$ cat src/rtl/exc_ctrl.sv
// -----------------------------------------------------------------------------
// exc_ctrl
//
// Exception / interrupt sequencer for the multicycle MIPS core. It sits right
// upstream of the EPC, Cause and Status registers and decides when, and in what
// order, those registers are written on exception entry. It also redirects the
// PC to the exception vector, and on ERET it redirects the PC to EPC.
//
// Sources, highest priority first:
//   overflow (ExcCode 12) > reserved instruction (10) > syscall (8) > interrupt (0)
//
// Sequence for one exception:
//   IDLE   : a source is seen. The code, the EPC word address and the Cause image
//            are registered, and stall is raised.
//   SAVE   : EPCWrite, CWrite and srst fire together. srst clears Status.IE, so
//            no interrupt can nest until ERET.
//   VECTOR : exc_take fires. The core loads the PC with exc_vector.
//
// Optional build macro:
//   EXC_IRQ_SYNC_EN
//     Defined   : hw_int goes through a SYNC_STAGES-deep flop chain per bit
//                 before it forms ip.
//     Undefined : ip = hw_int directly, so hw_int must already be synchronous
//                 to Clk.
//
// Parameters:
//   VECTOR_ADDR  exception entry address, driven on exc_vector
//   SYNC_STAGES  depth of the hw_int synchronizer (EXC_IRQ_SYNC_EN builds only)
//
// Ports:
//   Clk             in   clock; all state changes on the rising edge
//   Reset           in   synchronous reset, active low
//   hw_int[5:0]     in   hardware interrupt levels
//   exc_ov          in   1-cycle pulse: ALU overflow
//   exc_ri          in   1-cycle pulse: reserved instruction
//   exc_sys         in   1-cycle pulse: SYSCALL
//   eret            in   1-cycle pulse: ERET executing (only with instr_boundary)
//   instr_boundary  in   core is in fetch; an interrupt may be taken
//   cur_pc[31:0]    in   PC of the instruction currently executing
//   status[31:0]    in   Status register; [0]=IE, [15:10]=IM[5:0]
//   EPCWrite        out  EPC write enable
//   epc_data[29:0]  out  EPC write data (word address)
//   CWrite          out  Cause write enable
//   cause_data[31:0] out Cause write data (IP in [15:10], ExcCode in [6:2])
//   srst            out  clear Status[0]
//   sset            out  set Status[0]
//   exc_take        out  1-cycle pulse: load PC with exc_vector
//   exc_vector[31:0] out constant VECTOR_ADDR
//   eret_take       out  1-cycle pulse: load PC from EPC
//   stall           out  core must hold its state this cycle
//   dbg_state[1:0]  out  current sequencer state (IDLE=0, SAVE=1, VECTOR=2)
// -----------------------------------------------------------------------------
module exc_ctrl #(
  parameter logic [31:0] VECTOR_ADDR = 32'h8000_0180,
  parameter int          SYNC_STAGES = 2
) (
  input  logic        Clk,
  input  logic        Reset,
  input  logic [5:0]  hw_int,
  input  logic        exc_ov,
  input  logic        exc_ri,
  input  logic        exc_sys,
  input  logic        eret,
  input  logic        instr_boundary,
  input  logic [31:0] cur_pc,
  input  logic [31:0] status,
  output logic        EPCWrite,
  output logic [29:0] epc_data,
  output logic        CWrite,
  output logic [31:0] cause_data,
  output logic        srst,
  output logic        sset,
  output logic        exc_take,
  output logic [31:0] exc_vector,
  output logic        eret_take,
  output logic        stall,
  output logic [1:0]  dbg_state
);

  typedef enum logic [1:0] {
    IDLE   = 2'd0,
    SAVE   = 2'd1,
    VECTOR = 2'd2
  } state_t;

  localparam logic [4:0] CODE_OV  = 5'd12;
  localparam logic [4:0] CODE_RI  = 5'd10;
  localparam logic [4:0] CODE_SYS = 5'd8;
  localparam logic [4:0] CODE_INT = 5'd0;

  state_t      state_q;
  state_t      state_d;
  logic [2:0]  pend_q;    // sticky {ov, ri, sys}
  logic [29:0] epc_q;
  logic [31:0] cause_q;

  logic [5:0]  ip;
  logic [2:0]  src;       // pulses merged with the sticky latch
  logic        irq_req;
  logic [4:0]  code;
  logic        take;      // exception accepted this cycle (IDLE -> SAVE)

  // ---------------------------------------------------------------------------
  // Interrupt pending bits
  // ---------------------------------------------------------------------------
`ifdef EXC_IRQ_SYNC_EN
  logic [5:0] sync_q [SYNC_STAGES];

  always_ff @(posedge Clk) begin
    if (!Reset) begin
      for (int i = 0; i < SYNC_STAGES; i++) begin
        sync_q[i] <= '0;
      end
    end else begin
      sync_q[0] <= hw_int;
      for (int i = 1; i < SYNC_STAGES; i++) begin
        sync_q[i] <= sync_q[i-1];
      end
    end
  end

  assign ip = sync_q[SYNC_STAGES-1];
`else
  assign ip = hw_int;

  // The synchronizer depth only matters when the chain is built.
  logic unused_sync_depth;
  assign unused_sync_depth = (SYNC_STAGES > 0);
`endif

  // Only IE, IM and the word part of the PC are meaningful here.
  logic unused_bits;
  assign unused_bits = ^{status[31:16], status[9:1], cur_pc[1:0]};

  // ---------------------------------------------------------------------------
  // Source qualification and priority
  // ---------------------------------------------------------------------------
  // A pulse is honoured in the same cycle it arrives, together with anything
  // latched while a previous sequence was still running.
  assign src     = {exc_ov, exc_ri, exc_sys} | pend_q;
  assign irq_req = status[0] & (|(ip & status[15:10])) & instr_boundary;

  always_comb begin
    code = CODE_INT;
    if (src[2]) begin
      code = CODE_OV;
    end else if (src[1]) begin
      code = CODE_RI;
    end else if (src[0]) begin
      code = CODE_SYS;
    end
  end

  // ---------------------------------------------------------------------------
  // Sequencer: next state and outputs
  // ---------------------------------------------------------------------------
  // While Reset is low every enable and pulse stays quiet. This means a reset
  // that lands mid-sequence never produces a partial register write.
  always_comb begin
    state_d   = state_q;
    take      = 1'b0;
    stall     = 1'b0;
    EPCWrite  = 1'b0;
    CWrite    = 1'b0;
    srst      = 1'b0;
    sset      = 1'b0;
    exc_take  = 1'b0;
    eret_take = 1'b0;

    if (Reset) begin
      unique case (state_q)
        IDLE: begin
          if ((|src) || irq_req) begin
            // Exceptions win over a coincident ERET; the ERET is dropped.
            take    = 1'b1;
            stall   = 1'b1;
            state_d = SAVE;
          end else if (eret) begin
            sset      = 1'b1;
            eret_take = 1'b1;
          end
        end
        SAVE: begin
          EPCWrite = 1'b1;
          CWrite   = 1'b1;
          srst     = 1'b1;
          stall    = 1'b1;
          state_d  = VECTOR;
        end
        VECTOR: begin
          exc_take = 1'b1;
          stall    = 1'b1;
          state_d  = IDLE;
        end
        default: begin
          state_d = IDLE;
        end
      endcase
    end
  end

  // ---------------------------------------------------------------------------
  // State, pending latch and captured EPC / Cause images
  // ---------------------------------------------------------------------------
  always_ff @(posedge Clk) begin
    if (!Reset) begin
      state_q <= IDLE;
      pend_q  <= '0;
      epc_q   <= '0;
      cause_q <= '0;
    end else begin
      state_q <= state_d;
      if (take) begin
        // Entering SAVE clears the latch. Lower-priority sources that arrived
        // together with the winning one are discarded here on purpose.
        pend_q  <= '0;
        epc_q   <= cur_pc[31:2];
        cause_q <= {16'b0, ip, 2'b0, 1'b0, code, 2'b0};
      end else begin
        // Only reachable with pulses during SAVE/VECTOR. An IDLE pulse always
        // causes take in the same cycle.
        pend_q <= pend_q | {exc_ov, exc_ri, exc_sys};
      end
    end
  end

  assign epc_data   = epc_q;
  assign cause_data = cause_q;
  assign exc_vector = VECTOR_ADDR;
  assign dbg_state  = state_q;

endmodule

$ cat config.mk
export PLATFORM = sky130hd
export DESIGN_NAME = exc_ctrl
export DESIGN_NICKNAME = d
export VERILOG_FILES = /design/src/rtl/exc_ctrl.sv
export SDC_FILE = /design/constraint.sdc
export NUM_CORES = 1
export LEC_CHECK = 0
export CELL_PAD_IN_SITES_DETAIL_PLACEMENT = 0
export CELL_PAD_IN_SITES_GLOBAL_PLACEMENT = 1
export CORE_MARGIN = 3
export CORE_UTILIZATION = 23
export DETAILED_ROUTE_END_ITERATION = 8
export PLACE_DENSITY_LB_ADDON = 0.15
export SLEW_MARGIN = 20
export SYNTH_ARGS = -nofsm -noshare
export SYNTH_HDL_FRONTEND = slang
export SYNTH_SLANG_ARGS = --single-unit
$ cat constraint.sdc
create_clock -name Clk -period 2.9 [get_ports Clk]
set_clock_uncertainty 0.1 [all_clocks]
set_input_delay 0.58 -clock Clk [delete_from_list [all_inputs] [get_ports Clk]]
set_output_delay 0.58 -clock Clk [all_outputs]
set_load 0.005 [all_outputs]
==> impl_metrics.json <==
{
  "status": "completed",
  "numPlacedInstances": 496,
  "yosysCellCount": 271,
  "max_slew.worst_pin.slew_ns": 0.6763,
  "whs_ns": 0.3543,
  "seq_area_share_pct": 26.32,
  "switching_share_pct": 28.14,
  "final.min_clock_period_ns": 2.831,
  "crit_path_top_delay_cell": "or4_4",
  "buf_share_pct": 32.26,
  "min_from": "cause_data[3]$_SDFFE_PN0P_",
  "maxCapViolations": 0,
  "drive_above_1_share_pct": 8.065,
  "ys_sh_adder_pct": 3.195,
  "power_leader": "sequential cells",
  "cts_tree": "done",
  "yosys_area_mm2": 0.002350,
  "grt_pass1_vias": 1750,
  "row_count": 36,
  "final_cell_count_no_fill": 505,
  "slew_viol_final": 0,
  "num-multi-input-gates": 204,
  "chip_area_mm2": 0.01147,
  "final_cell_mix": "clkdlybuf4s50_1 (91), nand2_1 (80), conb_1 (55), dfxtp_1 (44), mux2i_1 (38)",
  "final-clk-cell-share_pct": 2.318,
  "whs_path_depth": 2,
  "dominantRegCellSynth": "dfxtp_1",
  "min_to": "cause_data[3]$_SDFFE_PN0P_",
  "seq_area_um2": 880.8,
  "vdd_drop_max_uv": 163.0,
  "power.total_mw": 1.558,
  "nNonClkBuffers": 114,
  "taps": 133,
  "fmax_ghz": 0.3532,
  "r2r-start": "pend_q[1]$_SDFF_PP0_",
  "post-cts-setup-buffers": 2,
  "simple_gate_area_share_pct": 16.56,
  "yosysSeqAreaShare_pct": 37.49
}
==> layer usage <==
layer  vias up  share of wire [%]  global-route usage (%)
li1        952                  -                       -
met3         2                 10                   3.672
met2        81                 48                   15.46
met1       828                 41                   10.47
met4         0               0.32                   2.192
met5         -                  0                       0
==> cell usage after synthesis (2+ instances only) <==
| master | number |
|---|---|
| nand2_1 | 80 |
| buf_4 | 58 |
| dfxtp_1 | 44 |
| mux2i_1 | 38 |
| clkbuf_1 | 10 |
| ha_1 | 6 |
| buf_6 | 5 |
| a22oi_1 | 3 |
| inv_1 | 3 |
| o21ai_1 | 3 |
| and2_1 | 2 |
| and3_1 | 2 |
| conb_1 | 2 |
| nand3_1 | 2 |
| nor2_1 | 2 |
| o211a_1 | 2 |
Figure 1. Placement density heat map.
(3 px per um) 11 x 11 tiles, from dark blue (low) to red (high), 0 to 100% covered.
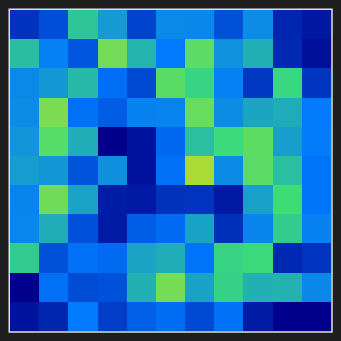
mean over tiles = 28%
fullest tile = 64%
nearly empty tiles = 3.3%
emptiest ninth of the die = bottom left

Figure 2. Wires at chosen ports, followed through buffers.
(3 px per um)
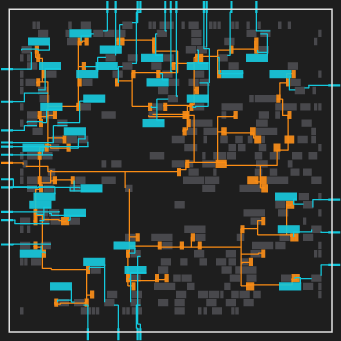
orange -> Reset  # direction input, edge left, end cells 89, wire 777 um
cyan -> epc_data  # direction output, edge 11 top, 11 left, 4 right, 4 bottom, end cells 30, wire 764 um
I/O Buffers: 97
I/O pins: 180

